Fig. 1: routing congestion map
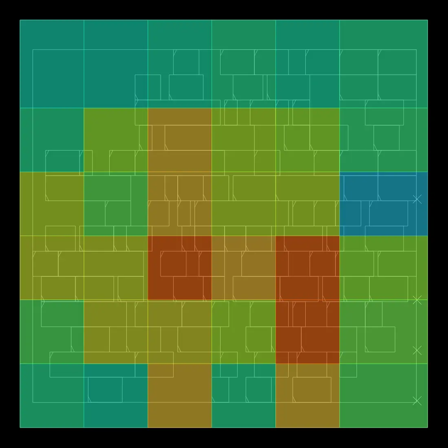
Fig. 2: wiring by layer
The bar under the picture is 10 µm long. Two of the layers only.
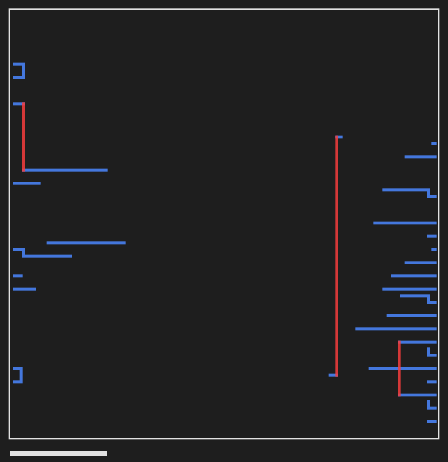
Fig. 3: wiring heat map
The bar under the picture is 10 µm long. 9 x 9 tiles, from black (low) to pale yellow (high), scaled to the fullest tile. Values are wire area over tile area, all layers added.
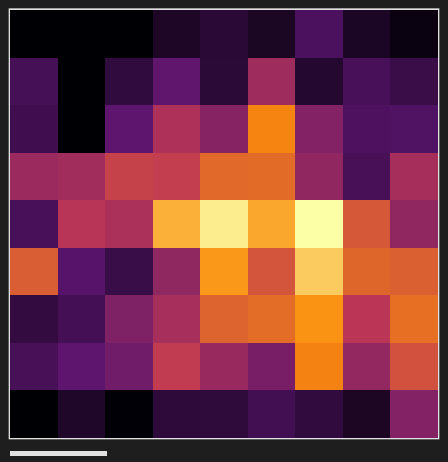
Fig. 4: cells colored by class
The bar under the picture is 10 µm long.
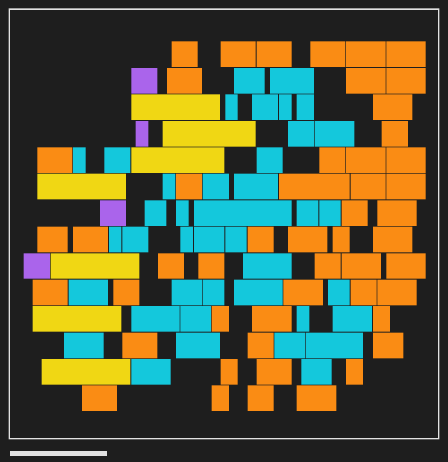
Fig. 5: logic cells by family
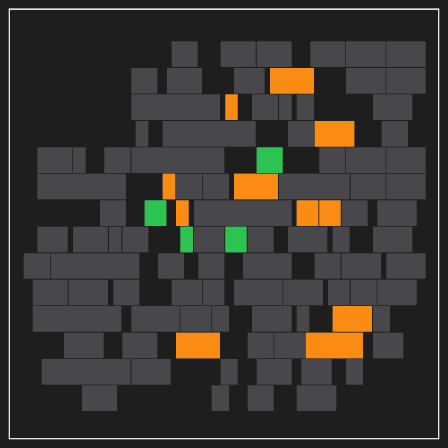
Design drf_sequencer, sky130hd; sources not shown.
==> notes.md <==
The run finished, with violations left. The checks that failed: DRC, setup timing. Setup repair after global routing could not meet its margin everywhere. The script parses the final routing iteration and logs DRC violations as 4. The report puts the hold buffer count at CTS at 0.

The number of sinks driven by the clock tree is 7. The run gives -305.0 ps for the final worst setup slack. For this configuration, the core starts out at a cell density of 34.68%. For this design the top-level I/O count stands at 45. The first global-routing pass estimated 2.359 mm of wire.

The tools report the achievable clock frequency as 0.3221 GHz. The logs give a warning total of 35. The post-synthesis cell type with the largest combined area was sky130_fd_sc_hd__dfrtp_1. With the worst hold path stage count at 1, the data arrival time at the worst-slack endpoint is 2360 ps. Per the run summary, max-cap violations total 0.

Counting distinct cell types in the post-synthesis netlist gives 25. Per the post-synthesis report, the number of cells in the design is 59. With the slew of the pin with the lowest slew margin at 251.5 ps, the setup violation total in the final timing report is 5. Entering global routing, the biggest net connects 8 pins. The worst-case clock buffer depth is 2, and the number of antenna violations at the first check in global routing is 0. The run gives 125 as the net total in the final layout.
Notes on Fig. 1 above:
met1 global-route usage: 18.60%
GR Util met2: 28.66%
GRT met3 Usage: 2.500%

Notes on Fig. 2 above:
| color | layer | wire length |
|---|---|---|
| blue | M3 | 100 µm |
| red | M4 | 36.7 µm |
vias post-DR: 571
post-detailed-routing wire length: 1.488 mm

Notes on Fig. 3 above:
densest ninth of the die: center
mean over tiles: 0.13
tiles over half the peak: 28%
nearly empty tiles: 8.6%
emptiest ninth of the die: upper left
global-route usage over all layers: 17.13%
routed length per instance: 12.72 µm

Notes on Fig. 4 above:
| color | class | cells | share of their area |
|---|---|---|---|
| purple | clock drivers and dummy loads | 4 | 2.6% |
| cyan | remaining logic cells | 40 | 34% |
| orange | remaining buffers and delay cells | 50 | 46% |
| yellow | registers | 7 | 17% |
Layout Utilization: 65.95%
placement row count: 14
Post-Layout Inst Area: 1040 µm²

Notes on Fig. 5 above:
| color | family | cells |
|---|---|---|
| orange | nor cells | 11 |
| green | nand cells | 4 |
most frequent standard cell in the layout excluding fill and tap cells: sky130_fd_sc_hd__buf_6
final cell count without fillers: 117
logic share of the area: 32.13%

repair_timing:
action / 4_1_cts / 5_1_grt
pin swaps: 4 / 7
gates resized: 63 / 17
endpoints found under the setup margin: 13 / 11
buffers inserted: 12 / 3
area by class of cell:
type / instances / area (µm²)
clock buffers: 4 / 26.28
fillers: 132 / 536.8
inverters: 4 / 15.01
multi-input cells: 36 / 334.1
flip-flops and latches: 7 / 177.7
well taps: 16 / 20.02
repair buffers: 50 / 466.7
critical path: stages:
cell,delay (ps)
sky130_fd_sc_hd__buf_6,90
sky130_fd_sc_hd__or4b_4,530
sky130_fd_sc_hd__or4b_4,520
sky130_fd_sc_hd__buf_12,150
sky130_fd_sc_hd__o32ai_4,190
sky130_fd_sc_hd__buf_2,170
logic make-up after synthesis:
family / Yosys count / share of synthesized area (%)
AND/OR/NAND/NOR: 21 / 24.25
buffers and inverters: 16 / 19.22
XOR/XNOR: 2 / 3.204
multiplexers: 4 / 8.009
AND-OR/OR-AND: 9 / 13.27
flip-flops: 7 / 32.04
layout by cell type, fill, tap and decap left out, drive strengths merged:
cell,netlist,layout
mux2i,1,1
nor3b,3,3
nand2,1,1
and3,2,2
a21oi,2,2
dlygate4sd2,0,2
nand3b,1,1
inv,4,4
and2b,1,1
dfrtp,7,7
xnor2,1,1
a211oi,1,1
clkdlybuf4s15,0,1
o21bai,2,2
buf,12,34
nor2,6,6
or4b,2,2
clkdlybuf4s50,0,11
nand2b,2,2
xor2,1,1
a21o,2,2
and4,1,1
nor3,1,1
nor2b,1,1
a2bb2oi,1,1
clkbuf,0,6
o32ai,1,1
mux2,3,3
per-stage QoR:
stage               util (%)  TNS, ps  power [µW]  instances  instance area [µm²]
floorplan                  -        0       346.3         59                578.1
global placement       52.78    -4803       436.7         98                832.0
detailed placement     52.78    -4822       440.2         98                832.0
CTS                    62.06    -1256       569.3        114                978.4
global route           65.95    -1532       633.9        117                 1040
finish                 65.95    -1328       588.5        117                 1040
power groups by stage:
stage / clock network (µW) / logic [µW] / registers [µW]
after floorplan: 0 / 163 / 184
after global placement: 0 / 241 / 195
after detailed placement: 0 / 246 / 195
after CTS: 91.3 / 283 / 195
after global routing: 96.3 / 325 / 213
final: 86.0 / 298 / 204
cells in the mapped netlist, drive strengths merged:
cell type,number
nor3,1
or4b,2
dfrtp,7
nor2,6
a211oi,1
and2b,1
a21oi,2
mux2i,1
o21bai,2
nand2b,2
inv,4
nor3b,3
and4,1
mux2,3
and3,2
xor2,1
o32ai,1
buf,12
xnor2,1
nor2b,1
nand3b,1
a2bb2oi,1
nand2,1
a21o,2
metal layers:
layer	part of all wire [%]	GRT usage (%)	vias up
li1	-	-	278
met1	40	18.60	261
met2	50	28.66	26
met3	6.7	2.500	6
met4	2.4	11.52	0
met5	0	-	-
Power figures rest on the tool's default switching activity, not on a simulated workload.
